`src/rtl/uart_bus_ctrl_if.sv`:
```
// Bus port between the uart_bus_ctrl sequencer (master) and the uart register slave.
// The slave acknowledges combinationally from stb. Read data is valid the cycle after the ack.
interface uart_bus_ctrl_if;
    logic [3:0]  m_adr_o;
    logic [31:0] m_dat_o;
    logic [3:0]  m_sel_o;
    logic        m_we_o;
    logic        m_stb_o;
    logic        m_ack_i;
    logic [31:0] m_dat_i;

    modport master (
        output m_adr_o, m_dat_o, m_sel_o, m_we_o, m_stb_o,
        input  m_ack_i, m_dat_i
    );

    modport slave (
        input  m_adr_o, m_dat_o, m_sel_o, m_we_o, m_stb_o,
        output m_ack_i, m_dat_i
    );
endinterface

```
`src/rtl/uart_bus_ctrl.sv`:
```
// uart_bus_ctrl: programs the uart divider, then polls status, drains a TX byte FIFO
// and pops RX bytes into a valid/ready stream. Optional counters: UART_BUS_CTRL_STATS_EN.
module uart_bus_ctrl #(
    parameter logic [31:0] DIVIDER   = 32'h000000d7,
    parameter int          TXFIFO_AW = 3
) (
    input  logic        clk,
    input  logic        rst_i,
    input  logic [7:0]  tx_data,
    input  logic        tx_valid,
    output logic        tx_ready,
    output logic [7:0]  rx_data,
    output logic        rx_valid,
    input  logic        rx_ready,
`ifdef UART_BUS_CTRL_STATS_EN
    output logic [15:0] tx_count,
    output logic [15:0] rx_count,
`endif
    uart_bus_ctrl_if.master bus
);

    localparam int DEPTH = 1 << TXFIFO_AW;

    typedef enum logic [3:0] {
        ST_INIT, ST_IDLE, ST_RSTAT, ST_SCAP, ST_RRX,
        ST_RCAP, ST_WTX, ST_SETTLE, ST_GAP
    } state_t;

    state_t        state_r, state_s;
    logic          stb_r, stb_s, we_r, we_s;
    logic [3:0]    adr_r, adr_s;
    logic [31:0]   dat_r, dat_s;
    logic          settle_r, settle_s;
    logic          init_done_r;
    logic [7:0]    rx_data_r;
    logic          rx_valid_r;
    logic [7:0]    mem_r [DEPTH];
    logic [TXFIFO_AW:0] wr_ptr_r, rd_ptr_r;
    logic          ack_s, pop_s, push_s, empty_s, full_s;
    logic          unused_dat_s;

    assign ack_s   = stb_r & bus.m_ack_i;
    assign pop_s   = (state_r == ST_WTX) & ack_s;
    assign empty_s = (wr_ptr_r == rd_ptr_r);
    assign full_s  = (wr_ptr_r[TXFIFO_AW] != rd_ptr_r[TXFIFO_AW]) &&
                     (wr_ptr_r[TXFIFO_AW-1:0] == rd_ptr_r[TXFIFO_AW-1:0]);
    assign tx_ready = init_done_r & ~full_s;
    assign push_s   = tx_valid & tx_ready;
    assign unused_dat_s = ^bus.m_dat_i[31:8];

    assign bus.m_stb_o = stb_r;
    assign bus.m_we_o  = we_r;
    assign bus.m_adr_o = adr_r;
    assign bus.m_dat_o = dat_r;
    assign bus.m_sel_o = 4'hF;
    assign rx_data     = rx_data_r;
    assign rx_valid    = rx_valid_r;

    // Next-state and next bus-request decode; a request holds stb until its ack.
    always_comb begin
        state_s  = state_r;
        stb_s    = stb_r;
        we_s     = we_r;
        adr_s    = adr_r;
        dat_s    = dat_r;
        settle_s = settle_r;
        case (state_r)
            ST_INIT: begin
                if (ack_s) begin
                    state_s = ST_GAP;
                    stb_s   = 1'b0;
                    we_s    = 1'b0;
                end else begin
                    stb_s = 1'b1;
                    we_s  = 1'b1;
                    adr_s = 4'hC;
                    dat_s = DIVIDER;
                end
            end
            ST_IDLE: begin
                state_s = ST_RSTAT;
                stb_s   = 1'b1;
                we_s    = 1'b0;
                adr_s   = 4'h8;
                dat_s   = 32'h0;
            end
            ST_RSTAT, ST_RRX: begin
                if (ack_s) begin
                    state_s = (state_r == ST_RSTAT) ? ST_SCAP : ST_RCAP;
                    stb_s   = 1'b0;
                end else begin
                    state_s = state_r;
                end
            end
            // Status is on m_dat_i this cycle; RX wins over TX within one poll.
            ST_SCAP: begin
                if (bus.m_dat_i[1] && !rx_valid_r) begin
                    state_s = ST_RRX;
                    stb_s   = 1'b1;
                    we_s    = 1'b0;
                    adr_s   = 4'h4;
                end else if (!bus.m_dat_i[0] && !empty_s) begin
                    state_s = ST_WTX;
                    stb_s   = 1'b1;
                    we_s    = 1'b1;
                    adr_s   = 4'h0;
                    dat_s   = {24'h0, mem_r[rd_ptr_r[TXFIFO_AW-1:0]]};
                end else begin
                    state_s = ST_GAP;
                end
            end
            ST_RCAP: state_s = ST_GAP;
            ST_WTX: begin
                if (ack_s) begin
                    state_s  = ST_SETTLE;
                    stb_s    = 1'b0;
                    we_s     = 1'b0;
                    settle_s = 1'b0;
                end else begin
                    state_s = ST_WTX;
                end
            end
            ST_SETTLE: begin
                if (settle_r) begin
                    state_s  = ST_GAP;
                    settle_s = 1'b0;
                end else begin
                    settle_s = 1'b1;
                end
            end
            ST_GAP: state_s = ST_IDLE;
            default: begin
                state_s = ST_INIT;
                stb_s   = 1'b0;
                we_s    = 1'b0;
            end
        endcase
    end

    // State and bus output registers.
    always_ff @(posedge clk) begin
        if (rst_i) begin
            state_r     <= ST_INIT;
            stb_r       <= 1'b0;
            we_r        <= 1'b0;
            adr_r       <= 4'h0;
            dat_r       <= 32'h0;
            settle_r    <= 1'b0;
            init_done_r <= 1'b0;
        end else begin
            state_r  <= state_s;
            stb_r    <= stb_s;
            we_r     <= we_s;
            adr_r    <= adr_s;
            dat_r    <= dat_s;
            settle_r <= settle_s;
            if ((state_r == ST_INIT) && ack_s) begin
                init_done_r <= 1'b1;
            end
        end
    end

    // RX holding register; capture and consume never coincide.
    always_ff @(posedge clk) begin
        if (rst_i) begin
            rx_data_r  <= 8'h00;
            rx_valid_r <= 1'b0;
        end else if (state_r == ST_RCAP) begin
            rx_data_r  <= bus.m_dat_i[7:0];
            rx_valid_r <= 1'b1;
        end else if (rx_valid_r && rx_ready) begin
            rx_valid_r <= 1'b0;
        end
    end

    // TX FIFO pointers; the extra MSB separates full from empty.
    always_ff @(posedge clk) begin
        if (rst_i) begin
            wr_ptr_r <= '0;
            rd_ptr_r <= '0;
        end else begin
            if (push_s) begin
                wr_ptr_r <= wr_ptr_r + {{TXFIFO_AW{1'b0}}, 1'b1};
            end
            if (pop_s) begin
                rd_ptr_r <= rd_ptr_r + {{TXFIFO_AW{1'b0}}, 1'b1};
            end
        end
    end

    // TX FIFO storage.
    always_ff @(posedge clk) begin
        if (push_s) begin
            mem_r[wr_ptr_r[TXFIFO_AW-1:0]] <= tx_data;
        end
    end

`ifdef UART_BUS_CTRL_STATS_EN
    logic [15:0] tx_cnt_r, rx_cnt_r;

    // Transfer counters, wrapping naturally at 16 bits.
    always_ff @(posedge clk) begin
        if (rst_i) begin
            tx_cnt_r <= 16'h0000;
            rx_cnt_r <= 16'h0000;
        end else begin
            if (pop_s) begin
                tx_cnt_r <= tx_cnt_r + 16'h0001;
            end
            if (state_r == ST_RCAP) begin
                rx_cnt_r <= rx_cnt_r + 16'h0001;
            end
        end
    end

    assign tx_count = tx_cnt_r;
    assign rx_count = rx_cnt_r;
`endif

endmodule

```
`src/flat_wrapper.sv`:
```
// flat-port wrapper written by rule: the top's interface ports become plain ports
module uart_bus_ctrl_flat 
#(
    parameter logic [31:0] DIVIDER   = 32'h000000d7,
    parameter int          TXFIFO_AW = 3
)
  (clk, rst_i, tx_data, tx_valid, tx_ready, rx_data, rx_valid, rx_ready, bus_m_adr_o, bus_m_dat_o, bus_m_sel_o, bus_m_we_o, bus_m_stb_o, bus_m_ack_i, bus_m_dat_i);
  uart_bus_ctrl_if bus_i ();
  input  logic clk;
  input  logic rst_i;
  input  logic [7:0] tx_data;
  input  logic tx_valid;
  output logic tx_ready;
  output logic [7:0] rx_data;
  output logic rx_valid;
  input  logic rx_ready;
  output wire logic [$bits(bus_i.m_adr_o)-1:0] bus_m_adr_o;
  output wire logic [$bits(bus_i.m_dat_o)-1:0] bus_m_dat_o;
  output wire logic [$bits(bus_i.m_sel_o)-1:0] bus_m_sel_o;
  output wire logic [$bits(bus_i.m_we_o)-1:0] bus_m_we_o;
  output wire logic [$bits(bus_i.m_stb_o)-1:0] bus_m_stb_o;
  input wire logic [$bits(bus_i.m_ack_i)-1:0] bus_m_ack_i;
  input wire logic [$bits(bus_i.m_dat_i)-1:0] bus_m_dat_i;
  assign bus_m_adr_o = bus_i.m_adr_o;
  assign bus_m_dat_o = bus_i.m_dat_o;
  assign bus_m_sel_o = bus_i.m_sel_o;
  assign bus_m_we_o = bus_i.m_we_o;
  assign bus_m_stb_o = bus_i.m_stb_o;
  assign bus_i.m_ack_i = bus_m_ack_i;
  assign bus_i.m_dat_i = bus_m_dat_i;
  uart_bus_ctrl #(.DIVIDER(DIVIDER), .TXFIFO_AW(TXFIFO_AW)) u_core (.clk(clk), .rst_i(rst_i), .tx_data(tx_data), .tx_valid(tx_valid), .tx_ready(tx_ready), .rx_data(rx_data), .rx_valid(rx_valid), .rx_ready(rx_ready), .bus(bus_i));
endmodule
```
`config.mk`:
```
export PLATFORM = sky130hd
export DESIGN_NAME = uart_bus_ctrl_flat
export DESIGN_NICKNAME = d
export VERILOG_FILES = /design/src/rtl/uart_bus_ctrl_if.sv /design/src/rtl/uart_bus_ctrl.sv /design/src/flat_wrapper.sv
export SDC_FILE = /design/constraint.sdc
export NUM_CORES = 1
export LEC_CHECK = 0
export CAP_MARGIN = 10
export CORE_UTILIZATION = 29
export DETAILED_ROUTE_END_ITERATION = 8
export GPL_ROUTABILITY_DRIVEN = 1
export GPL_TIMING_DRIVEN = 0
export PLACE_DENSITY_LB_ADDON = 0.12
export SLEW_MARGIN = 40
export SYNTH_ARGS = -nofsm -noshare
export SYNTH_HDL_FRONTEND = slang
export SYNTH_SLANG_ARGS = --single-unit
export TNS_END_PERCENT = 1
```
`constraint.sdc`:
```
create_clock -name clk -period 5.65 [get_ports clk]
set_input_delay 1.13 -clock clk [delete_from_list [all_inputs] [get_ports clk]]
set_output_delay 1.13 -clock clk [all_outputs]
set_load 0.02 [all_outputs]
```
**The clock network**

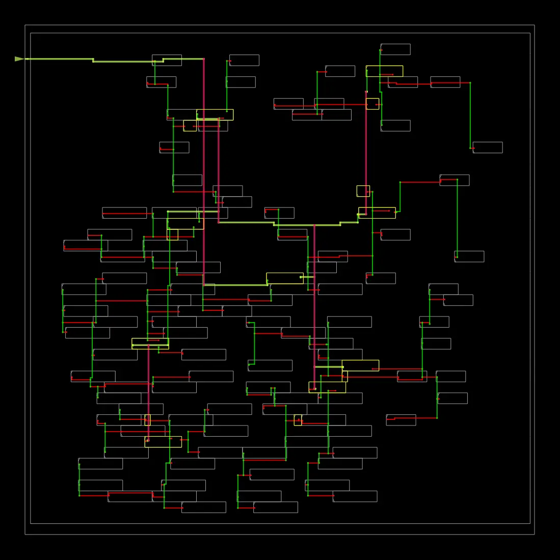
Flops: 102
Power Clock: 0.581 mW

**Clock wires, drivers and flops**

Drawn at 2 px/um.
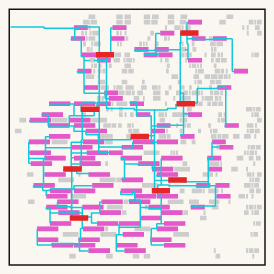
legend:
  cyan:
    item: clock wires
    length: 1,340 um
  red:
    item: clock drivers
    count: 9
  magenta:
    item: flip-flops
    count: 102
routed clock nets: 10
Final Skew: 10.3 ps
Latency at later pin: 350 ps

==> run summary <==
fresh numbers from the pnr run: Top non-seq family simple AND/OR/NAND/NOR gates, Critical R2R Launch u_core.wr_ptr_r[2]$_SDFFE_PP0P_, max-slew violations 0, Clock buf/inv share 0.0482, Hold Crit Depth 2, Non-clk bufs just under 90, Antenna diodes 0, r2r worst-path depth 5, Async SR Flop Fraction 0, largest net degree at the start of global routing 18, ys flops a little over 100, Final Cycle Share 0.539, mux frac, synth 0.0912, unrepaired setup endpoints after global routing no, Max-Cap Viols 0, DRT Wirelength between 9000 and 10,000 um, critical path capture point type output port, NonClk Buf Share 0.129, met1 Use GR 0.171, met2 Use GR 0.210, Syn-to-layout area delta 24.1%, logic area about 0.0016 mm2, Biggest Area Class flip-flops and latches, clock sinks 102, DRC viols 0, final hold vios 0, Tapcell Cnt between 200 and 250, post-synth cell types between 50 and 60, hold_ws around 460 ps, Seq power around 0.86 mW, routed wl met2 4790 um, Final Worst Setup Slack around 2600 ps, Setup Crit Path Kind flop to output port, Rel. slew slack 0.486, vias in the first global route about 2,800, Fmax achieved ~0.33 GHz, top-count cell post-synth edfxtp_1, RR Endpoint u_core.mem_r[0][0]$_DFFE_PP_, switching power of the nets 0.554 mW, Lkg Pwr between 1.5 and 2 nW, sequential cell area 0.00268 mm2, Biggest consumer registers, Logic power comb between 0.4 and 0.5 mW, crit path DAT ~1900 ps, Inserted Clock Buffers 9, GR peak layer met2, Mapped Area between 0.004 and 0.005 mm2, worst hold path type flop to flop, yosys cell count about 350, dpl cells between 600 and 700, P per Cell Area around 340 mW/mm2, crit path max-delay cell type clkdlybuf4s50_1, family with the most delay on the worst path buffers and inverters, GRT Overall Usage 0.132, hold_buf cts 0, vias 2,934, first-pass GRT wire length ~16,000 um, hpwl dp 6880 um, slowest stage delay, CP about 640 ps, post-layout minimum cycle time a little over 3000 ps, WL per Instance between 15 and 20 um, Top FF cell, synth edfxtp_1, Synth Seq Share 0.591, Net Sw Frac 0.293, critical path depth 4, setup violators final 0, max FFs per register between 60 and 70, Top cell area share 0.423, first drt pass iteration count 4, sequential share of cell area 0.476, Combinational Power Share 0.237, Top cells by area edfxtp_1 (42%), dfxtp_1 (17%), mux4_2 (7.9%), routability cong. about 0.85, cell area after layout 0.00563 mm2, Mapped Avg Cell Area ~13 um2, CTS Root Cell clkbuf_16, layout cells sized above 1 0.205, EDFF count, synth 64, YS chip area between 0.004 and 0.005 mm2, initial DRC count roughly 250, IO Pins between 90 and 100, Initial Utilization 0.298, fin util 0.369, Synth area leader edfxtp_1, WP buf/inv 2, Clock transition at path regs about 60 ps, initial antenna violation count 0, Final ANT Viol Nets 0, Setup crit end tx_ready, critical path peak fanout 10, status finished clean, Synth Instances approximately 350, chip area 0.0162 mm2, Critical Path RT 4520 ps, met3 wire length 309 um, Vias per Instance between 4 and 5, WL met1 ~4700 um, PortBufs 42, Worst-Margin Slew about 770 ps, Critical Path Start u_core.wr_ptr_r[2]$_SDFFE_PP0P_, Compound Share, Synth 0.104, total grt overflow 0, CTS tree yes, Comb gates about 220, CTS HTree Levels 3, Inverters, non-clock 14, Ys Warns 0, met3 Resource Use GR 0.0327, WHS Endpoint u_core.rx_data[5]$_SDFFE_PP0P_, Simple Share, Synth 0.106, most frequent cells in the layout edfxtp_1 (64), clkdlybuf4s50_1 (42), dfxtp_1 (38), Resize count post-CTS 0, Reg2Reg Setup Slack 3180 ps, CP Launch Type flop, count of tool warnings 50, launch point of the worst hold path u_core.rx_data[5]$_SDFFE_PP0P_, XOR-XNOR Cells, Area Fraction 0.0231, Setup Buffers After CTS 0, Top Layer Used met4, row cnt between 40 and 50, crit-path cells buf_2 -> xnor2_1 -> a41oi_1 -> clkdlybuf4s50_1, TNS Setup 0 ps, Pint 1.34 mW, Post-synth top cells edfxtp_1 (64), dfxtp_1 (38), buf_4 (30), nand2_1 (26), nor2_1 (24), total power approximately 1.9 mW, dpl ws between 2000 and 2500 ps, placed cell areas about 0.0054 mm2, clock share of power 0.307, Clock Tree Buf Depth 2, fillers approximately 1,500
**Logic cells by family**

Drawn at 2 px/um.
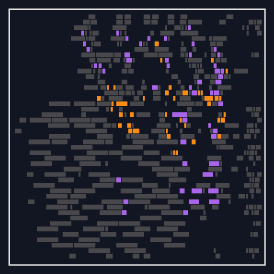
legend:
  orange:
    family: nor cells
    cells: 39
  purple:
    family: aoi and oai cells
    cells: 50
Final Non-Filler Cells: 649
logic share of the area: 0.291
dominant logic cell type in the layout: edfxtp_1

**PDN straps and rails**

Drawn at 3 px/um. Pins as bars on the die edge.
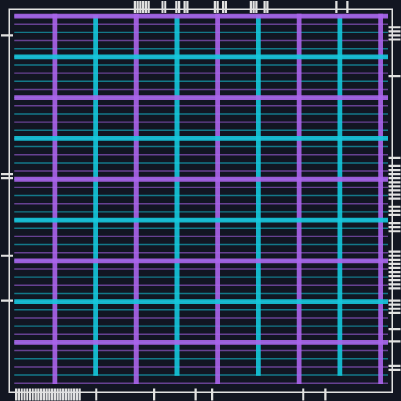
legend:
  cyan:
    net: VDD
  purple:
    net: VSS
met5 straps: 9
signal pins: 97
die height: 127 um
Chip Width: 127 um
Peak supply drop: 0.000147 V
core box area: 0.0153 mm2

Power and IR drop assume default switching activity.
